File: src/rtl/knn_topk_select.sv
// Streaming top-K selector: keeps the five nearest (distance, label) pairs by insertion sort.
// Optional macro KNN_TOPK_DIST_OUT_EN adds the nearest_dist / kth_dist outputs.
module knn_topk_select #(
    parameter int DIST_W = 16
) (
    input  logic              clk,
    input  logic              rst_n,
    input  logic              start,
    input  logic              K_mode,
    input  logic              in_valid,
    output logic              in_ready,
    input  logic [DIST_W-1:0] in_dist,
    input  logic              in_label,
    input  logic              in_last,
    output logic              class1,
    output logic              class2,
    output logic              class3,
    output logic              class4,
    output logic              class5,
    output logic              k_mode_out,
    output logic [2:0]        num_valid,
`ifdef KNN_TOPK_DIST_OUT_EN
    output logic [DIST_W-1:0] nearest_dist,
    output logic [DIST_W-1:0] kth_dist,
`endif
    output logic              done,
    output logic              busy
);

    typedef enum logic [1:0] {IDLE, LOAD, DONE} state_t;

    state_t state, state_nxt;

    logic [4:0]        slot_valid, slot_label;
    logic [DIST_W-1:0] slot_dist [5];
    logic [4:0]        nxt_valid, nxt_label;
    logic [DIST_W-1:0] nxt_dist [5];
    logic [4:0]        beaten;
    logic [4:0]        class_q, class_nxt;
    logic              accept;

    assign accept   = in_valid && (state == LOAD);
    assign in_ready = (state == LOAD);
    assign busy     = (state == LOAD);
    assign done     = (state == DONE);

    // NOTE: state registers use non-blocking assignments so every flop samples pre-edge values.
    always_ff @(posedge clk or negedge rst_n) begin
        if (!rst_n) state <= IDLE;
        else        state <= state_nxt;
    end

    // NOTE: every combinational output gets a default first, so no path can infer a latch.
    always_comb begin
        state_nxt = state;
        unique case (state)
            IDLE:    if (start) state_nxt = LOAD;
            LOAD:    if (accept && in_last) state_nxt = DONE;
            DONE:    state_nxt = IDLE;
            default: state_nxt = IDLE;
        endcase
    end

    // The bank is kept sorted with invalid slots at the tail, so beaten[] is a thermometer code.
    always_comb begin
        for (int i = 0; i < 5; i++)
            beaten[i] = !slot_valid[i] || (in_dist < slot_dist[i]);
    end

    // Strict less-than keeps earlier equal-distance samples ahead of the newcomer.
    always_comb begin
        nxt_valid = slot_valid;
        nxt_label = slot_label;
        for (int i = 0; i < 5; i++)
            nxt_dist[i] = slot_dist[i];
        if (beaten[0]) begin
            nxt_valid[0] = 1'b1;
            nxt_dist[0]  = in_dist;
            nxt_label[0] = in_label;
        end
        for (int i = 1; i < 5; i++) begin
            if (beaten[i] && beaten[i-1]) begin
                nxt_valid[i] = slot_valid[i-1];
                nxt_dist[i]  = slot_dist[i-1];
                nxt_label[i] = slot_label[i-1];
            end else if (beaten[i]) begin
                nxt_valid[i] = 1'b1;
                nxt_dist[i]  = in_dist;
                nxt_label[i] = in_label;
            end
        end
    end

    always_comb begin
        class_nxt = nxt_valid & nxt_label;
        if (!k_mode_out)
            class_nxt[4:3] = 2'b00;
    end

    always_ff @(posedge clk or negedge rst_n) begin
        if (!rst_n) begin
            slot_valid <= '0;
            slot_label <= '0;
            for (int i = 0; i < 5; i++)
                slot_dist[i] <= '1;
            class_q    <= '0;
            k_mode_out <= 1'b0;
            num_valid  <= '0;
        end else if (state == IDLE && start) begin
            slot_valid <= '0;
            slot_label <= '0;
            for (int i = 0; i < 5; i++)
                slot_dist[i] <= '1;
            class_q    <= '0;
            k_mode_out <= K_mode;
            num_valid  <= '0;
        end else if (accept) begin
            slot_valid <= nxt_valid;
            slot_label <= nxt_label;
            for (int i = 0; i < 5; i++)
                slot_dist[i] <= nxt_dist[i];
            class_q <= class_nxt;
            if (num_valid != 3'd5)
                num_valid <= num_valid + 3'd1;
        end
    end

    assign class1 = class_q[0];
    assign class2 = class_q[1];
    assign class3 = class_q[2];
    assign class4 = class_q[3];
    assign class5 = class_q[4];

`ifdef KNN_TOPK_DIST_OUT_EN
    always_ff @(posedge clk or negedge rst_n) begin
        if (!rst_n) begin
            nearest_dist <= '1;
            kth_dist     <= '1;
        end else if (state == IDLE && start) begin
            nearest_dist <= '1;
            kth_dist     <= '1;
        end else if (accept) begin
            nearest_dist <= nxt_dist[0];
            kth_dist     <= k_mode_out ? nxt_dist[4] : nxt_dist[2];
        end
    end
`endif

endmodule

File: config.mk
export PLATFORM = sky130hd
export DESIGN_NAME = knn_topk_select
export DESIGN_NICKNAME = d
export VERILOG_FILES = /design/src/rtl/knn_topk_select.sv
export SDC_FILE = /design/constraint.sdc
export NUM_CORES = 1
export LEC_CHECK = 0
export ABC_AREA = 1
export CORE_ASPECT_RATIO = 1.4
export CORE_MARGIN = 2
export CORE_UTILIZATION = 43
export CTS_CLUSTER_DIAMETER = 120
export DETAILED_ROUTE_END_ITERATION = 6
export PLACE_DENSITY = 0.69
export SYNTH_ARGS = -nofsm -noshare
export SYNTH_HDL_FRONTEND = slang
export SYNTH_SLANG_ARGS = --single-unit
File: constraint.sdc
create_clock -name clk -period 6.21 [get_ports clk]
set_input_delay 0.621 -clock clk [delete_from_list [all_inputs] [get_ports clk]]
set_output_delay 0.621 -clock clk [all_outputs]
set_load 0.05 [all_outputs]
==> run_1/clock_wires.png <==
Scale bar: 20 um.
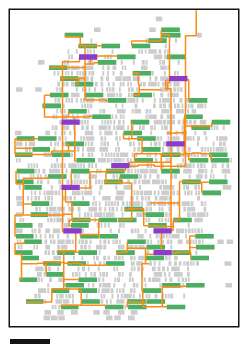
[flip-flops] green | count: 101
[clock-net drivers] purple | count: 9
[clock wires] orange | length: 1,530 um
routed clock nets: 10
flops lie: all over the die
proportion of power drawn by the clock network: 14.0%
worst clock skew: 13.3 ps

==> run_1/floorplan.png <==
Pins as bars on the die edge. Tap cells in grey.
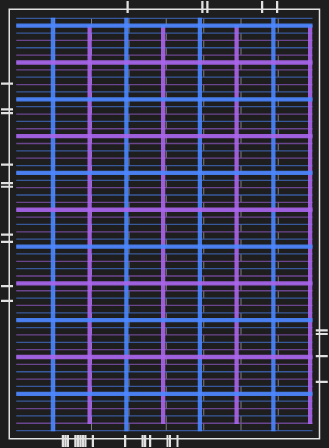
| net | colour |
|---|---|
| VDD | purple |
| VSS | blue |
signal pins: 35
rows: 56
die height: 158 um
Core Region: 16,700 sq um
VDD IR-drop max: 0.275 mV

==> run_1/gates.png <==
Scale bar: 20 um.
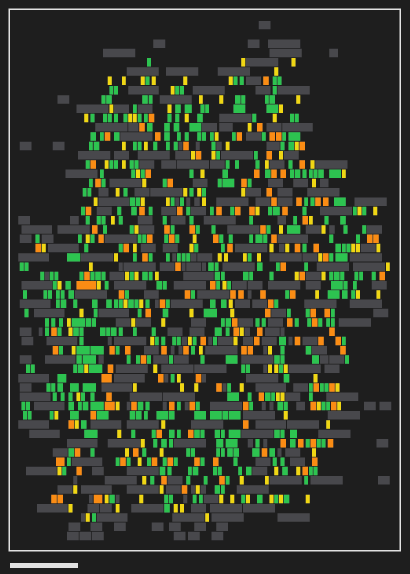
| family | colour | cells |
|---|---|---|
| aoi and oai cells | orange | 136 |
| nand cells | green | 432 |
| inv cells | yellow | 153 |
fraction of standard cell area in multi-input logic: 48.3%
final instance count without filler cells: 1,201
most common library cell in the layout ignoring fill and taps: sky130_fd_sc_hd__nand2_1

==> run_1/clock_nets.png <==
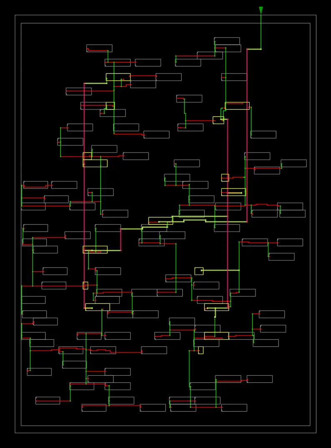
number of clock buffers inserted by TritonCTS: 9
count of flip-flops and latches: 101
clk_lat worst skew: 370 ps
power consumed by the clock network: 565 uW

==> design notes, run 1 <==
Post-synthesis, Yosys gives the total cell area as 7290 sq um. STA classifies the critical path endpoint as a flip-flop. In this run, the synthesized area fraction spent on and/or/nand/nor cells is recorded as 29.4%. The run gives 203 as the inserted tap cell count.

By count the netlist is led by 310 x sky130_fd_sc_hd__nand2_1, 147 x sky130_fd_sc_hd__inv_1, 80 x sky130_fd_sc_hd__dfstp_2, 80 x sky130_fd_sc_hd__nand3_1, 77 x sky130_fd_sc_hd__ha_1. Per the log, the first TritonRoute iteration ended with a DRC count of 269. With the non-clock buffer count in the final layout at 36, the H-tree depth is 3. The register with the most flip-flops in the layout has 80 of them. For the combinational group, total power comes out at 2.14 mW. The count of buffering cells on the critical path with inverters included works out to 1. With the share of final layout cell area taken by clock buffers and inverters at 3.54%, the wire length of the first global-routing pass is 30,600 um. The critical path ends at slot_dist[74].

The number of antenna violations at the first check in global routing came out at 0. The number of clock sinks came to 101. For reference, the top cells by area after synthesis are sky130_fd_sc_hd__dfstp_2 29%, sky130_fd_sc_hd__nand2_1 16%, sky130_fd_sc_hd__ha_1 13%. The post-detailed-route via-to-cell ratio is 5.12, and the area share of buffers outside the clock network is 4.46%.

The slowest stage of the critical path belongs to the cell sky130_fd_sc_hd__o21ai_2. STA classifies the critical path startpoint as an input port. Kind of path behind the tightest hold check: in2async. The capture point of the worst register-to-register path is recorded as slot_dist[74].

The proportion of register bits with asynchronous set or reset after synthesis came out at 100%. In the final layout, the fill cell count is 1,679. The most used flip-flop cell is sky130_fd_sc_hd__dfstp_2.

The end-of-flow timing check tallies setup violations at 0. Per the OpenROAD power report, leakage power amounts to 4.28 nW. The logs give 1,093 for the count of nets after finishing and 0 for the number of buffers inserted by post-CTS setup repair. The inverter tally of the final layout excluding the clock network was 153. Once detail routing completed, the nets flagged for antenna violations numbered 0. Looking at the max-slew report, the worst-margin pin has a slew of 1110 ps. The worst path uses 55.8% of the clock period. Between the synthesized netlist and the finished layout, the area growth was recorded as 8.51%.

The via count of the first global-routing pass is 6,099. After detailed routing, the met2 layer carries 9570 um of wire. For the post-synth net total, the log shows 1,082.

Beginning of the worst register-to-register path: state[1]. The highest clock rate this design can be run at is 0.289 GHz. Per the slew report, the remaining headroom to the max-slew limit stands at 26.0%. Among the stages of the critical path, the cell type that occurs most often is sky130_fd_sc_hd__nand2_1. The floorplan report gives the top-level pin count as 35. For the register area, the log shows 2630 sq um.

The run finished with clean final reports. In the log, the iteration count for the first detailed-route pass is 5. The mean instance size in the synthesized netlist works out to 7.43 sq um. The stage logs contain a warning count of 27. On the final layout, the worst hold slack is 312 ps.

Average detailed-routed wire length per instance: 15.4 um. met1 track demand over resource after global routing is 25.4%. The setup total negative slack was 0 ps; the cell count after synthesis was 982. The repair_antennas step left the layout with diodes totalling 0. Post-CTS repair changed the size of 0 cells. Summing the areas of all fa, ha and maj instances in the mapped netlist gives 13.2% of the synthesized area. Setup repair after global routing left no endpoint under its margin.

Per the synth log, the flip-flop and latch total comes to 101. In this run the worst path has a maximum fanout of 32. The report lists the number of standard-cell rows as 56. For the count of synthesis-stage warnings from yosys, the log shows 0. Among the non-sequential cells, simple AND/OR/NAND/NOR gates take the most area.

Wire segments on met3 add up to 567 um in the final route. The number of buffers added on ports was 34. After layout, the design draws a total of 4.04 mW.

The run gives 1.89 mW for the net switching power figure. In this run the number of cells on the critical path is 10. In the global route stage, met3 resource usage came out at 2.41%. Routing resource usage on met2 recorded by global route was 40.6%. The global routing usage summed across all routing layers is 21.8%. The count of maximum capacitance violations was 0. Cell class with the largest area share: multi-input combinational cells.

The run gives 28.8% for the share of Yosys cell area claimed by the top area cell type. Summing all multiplexer cells gives an area fraction of 0%. The routed layout has 6,148 vias. Sum of routed wire segments on met1: 7810 um. Per the summary, power density relative to cell area is 511 nW/um^2. In this run the horizontal extent of the chip is 114 um. The cell area that synthesis handed to floorplanning was 7290 sq um. Worst-case reg-to-reg path depth: 6. The flow reports that combinational logic draws 52.9% of the design power.

Complex-gate fraction of the synthesized area: 9.86%. In this run the clock root is driven by a sky130_fd_sc_hd__clkbuf_16. The tools report the number of buffers on the longest clock path as 2. The most area-hungry cell type in the Yosys netlist was sky130_fd_sc_hd__dfstp_2.

Sequential elements use 36.0% of the synthesized area. The tools report the final design instance area without fill as 7920 sq um. For the worst setup path, the data arrival time is 3750 ps.

For reference, XOR and XNOR gates occupy 0% of the area reported after synthesis. The run gives 18,000 sq um as the overall die area. The critical setup path kind was in2reg. The placement stage leaves a total instance area of 7630 sq um.

Per STA, the worst path accumulates the most delay in the family AND-OR/OR-AND gates. The multi-input combinational cells in the finished layout cover a total of 3830 sq um. The worst register-to-register path has a setup slack of 3030 ps. The count of clock-net buffers in the final layout came out at 9.

In the layout the commonest cells are 310 x sky130_fd_sc_hd__nand2_1, 147 x sky130_fd_sc_hd__inv_1, 80 x sky130_fd_sc_hd__nand3_1, 80 x sky130_fd_sc_hd__dfstp_2, 77 x sky130_fd_sc_hd__ha_1. The global placer's final weighted congestion is 0.864, and the cell count after placement is 1,185. For the total sequential power, the log shows 1.34 mW. The pre-CTS setup slack came out at 2440 ps. The critical path goes through clkdlybuf4s50_1 -> ha_1 -> nand3_1 -> nor3_1 -> nand2_1 -> nand2_1 -> nand2_2 -> o21ai_2 -> nand2_1 -> o21ai_0.

TritonCTS built the clock tree. The share of post-route cells with drive strength above 1 came out at 14.3%. With the hold violation count in the final report at 0, the number of remaining DRC errors is 0. Tracing the worst setup path back leads to its startpoint at in_dist[13]. Most used routing layer: met2.

Across all setup checks in the final design, the least slack found is 2740 ps. The hold buffer count at CTS was 0; the required time of the critical path was 6490 ps. slot_dist holds more flip-flops than any other register. The switching portion of total power comes to 46.7%. The tools report the HPWL after detailed placement as 13,000 um. Cells fill 47.5% of the core in the end.
==> run 2, diff against run 1 <==
- PLACE_DENSITY: 0.69 -> 0.71
- clock period: 6.21 -> 3 ns (I/O delays scaled with it)
==> design notes, run 2 <==
The tools report the number of buffers on the longest clock path as 2 (unchanged). For the number of buffers inserted by post-CTS setup repair, the log shows 0 (unchanged). The net switching share of the total power was 45.2% (-1.5 points); the floorplan die height was 158 um (unchanged). The tools report the end of the worst register-to-register path as slot_dist[4]. The met2 capacity usage during global routing was 38.7% (-1.9 points). For reference, the top cells by count after synthesis are 310 x sky130_fd_sc_hd__nand2_1, 147 x sky130_fd_sc_hd__inv_1, 80 x sky130_fd_sc_hd__dfstp_2, 80 x sky130_fd_sc_hd__nand3_1, 77 x sky130_fd_sc_hd__ha_1. The most area-hungry cell type in the Yosys netlist is sky130_fd_sc_hd__dfstp_2.

The register area is 2630 sq um (unchanged). Total cell area at the placement stage: 7920 sq um (+3.7%). The cell count after synthesis is 982 (unchanged).

In this run the layout overhead on the synthesized area is reported as 12.6%. The tools report the count of nets after finishing as 1,124 (+2.8%). The cell leakage power is 4.45 nW (+3.9%), and the setup total negative slack is 0 ps (unchanged). The count of buffering cells on the critical path with inverters included came out at 3 (+2). The largest cell class by area is multi-input combinational cells. For the global routing usage summed across all routing layers, the log shows 22.6% (+0.79 points). Post-detailed-route via-to-cell ratio: 5.13 (+0.24%).

The tools report the cell count after placement as 1,216 (+2.6%). Maximum vdd drop: 0.545 mV (+98%). The tightest min-delay check is of the in2async type. The critical path's slowest stage uses the library cell sky130_fd_sc_hd__clkdlybuf4s50_1. The post-synthesis xor/xnor area fraction was 0% (unchanged). The worst-margin pin slew works out to 845 ps (-265 ps).

The global-route met3 utilization was 2.64% (+0.23 points). After synthesis, the cell types taking the most area are sky130_fd_sc_hd__dfstp_2 29%, sky130_fd_sc_hd__nand2_1 16%, sky130_fd_sc_hd__ha_1 13%. Walking the worst path, the cells encountered are clkdlybuf4s50_1 -> ha_1 -> a21oi_1 -> nor2_1 -> nor3_1 -> nand2_1 -> nand2_1 -> nand2_2 -> nand2_4 -> buf_4 -> nand3_1 -> nand3_1 -> nand2_1 -> inv_1. The inserted tap cell count came out at 203 (unchanged).

TritonCTS built the clock tree. The fraction of the mapped netlist area in simple logic gates is 29.4% (unchanged), and the wire length on met2 is 9370 um (-2.1%). The critical path starts at in_dist[5]. The inverter tally of the final layout excluding the clock network came out at 153 (unchanged).

For this run, the top clock speed supported by timing is 0.383 GHz. The run gives 0 (unchanged) for the number of antenna-violating nets in the routed design. The HPWL after detailed placement came out at 13,700 um (+5.9%). The share of power burned in combinational logic is 54.1% (+1.2 points), and the post-route worst hold slack is 38.2 ps (-274 ps). Quantity of gates resized following cts: 0 (unchanged).

The portion of netlist area occupied by mux cells is 0% (unchanged). The most frequent logic cell in the layout is sky130_fd_sc_hd__nand2_1. The detailed router's first-iteration violation count is 346 (+29%).

The complex-gate fraction of the synthesized area works out to 9.86% (unchanged). For the count of synthesis-stage warnings from yosys, the log shows 0 (unchanged). The sequential share of the synthesized area came out at 36.0% (unchanged). The logs give 9 (unchanged) for the total clock buffers created by CTS and 0.894 (+3.4%) for the global placer's final weighted congestion. Number of remaining DRC errors: 0 (unchanged). The tools report the overall die area as 18,000 sq um (unchanged).

The first-pass iteration count of the detailed router is 5 (unchanged), and the ratio of final minimum period to clock period is 87.0%. With the flip-flop count of the largest register after layout at 80 (unchanged), the minimum setup slack in the final design is 389 ps (-2360 ps). The worst setup path is of the in2reg kind. The total number of placement rows was 56 (unchanged); the required time of the critical path was 3300 ps (-3190 ps).

The combinational gate area is 3830 sq um (unchanged). The critical path endpoint is slot_dist[4]. With the via count of the first global-routing pass at 6,258 (+2.6%), the final design utilization is 49.2% (+1.8 points).

In the layout the commonest cells are 310 x sky130_fd_sc_hd__nand2_1, 147 x sky130_fd_sc_hd__inv_1, 80 x sky130_fd_sc_hd__nand3_1, 80 x sky130_fd_sc_hd__dfstp_2, 77 x sky130_fd_sc_hd__ha_1. The wire length of the first global-routing pass is 31,800 um (+3.9%). The run gives 114 um (unchanged) for the width of the die.

The post-synth net total was 1,082 (unchanged); the hold buffer count at CTS was 0 (unchanged). The tools report the type of element capturing the critical path as a flip-flop. The worst-path maximum fanout is 16 (-50%).

With the flip-flop and latch count at 101 (unchanged), the count of maximum capacitance violations is 0 (unchanged). Of the combinational cells, the family taking the most area is simple AND/OR/NAND/NOR gates. Setup repair after global routing left no endpoint under its margin.

The final tally of setup violations is 0 (unchanged). The hold violation count in the final report is 0 (unchanged), and the number of buffers added on ports is 34 (unchanged). The share of Yosys cell area claimed by the top area cell type was 28.8% (unchanged); the H-tree depth was 3 (unchanged). With the pre-CTS setup slack at 23.9 ps (-2420 ps), the met1 usage is 27.9% (+2.5 points). For the number of antenna violations at the first check in global routing, the log shows 0 (unchanged). The clock network power share came out at 13.8% (-0.2 points). The flow ran to the end, and the final reports show no timing, DRC or antenna violations. The global router reports that the layer with the highest usage is met2. The proportion of register bits with asynchronous set or reset after synthesis works out to 100% (unchanged). Total inserted antenna cells: 0 (unchanged). The tools report the clock tree root buffer cell as sky130_fd_sc_hd__clkbuf_16. The run gives 2.78 mW (+110%) for the total sequential power.
==> run_2/clock_nets.png <==
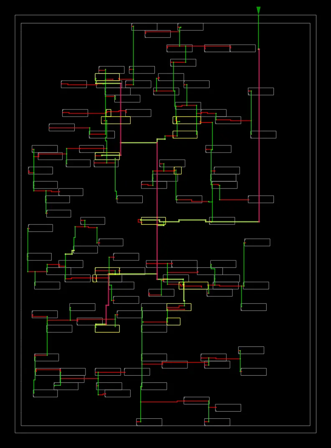
worst clock skew: 10.3 ps
clock buffer count in the final layout: 12
number of sinks driven by the clock tree: 101
clk_lat worst skew: 350 ps

==> run_2/gates.png <==
Scale bar: 20 um.
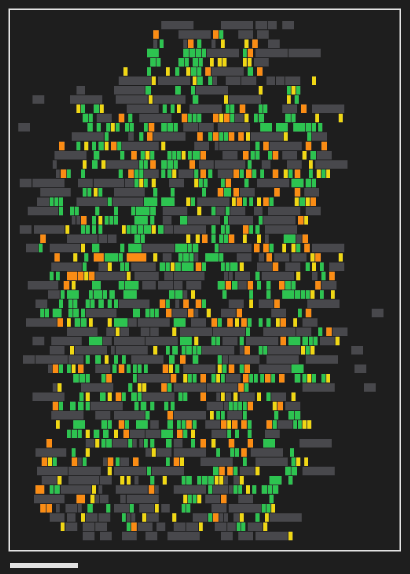
| family | colour | cells |
|---|---|---|
| inv cells | yellow | 153 |
| aoi and oai cells | orange | 136 |
| nand cells | green | 432 |
fraction of standard cell area in multi-input logic: 46.6%
final instance count without filler cells: 1,232

Power figures rest on the tool's default switching activity, not on a simulated workload.
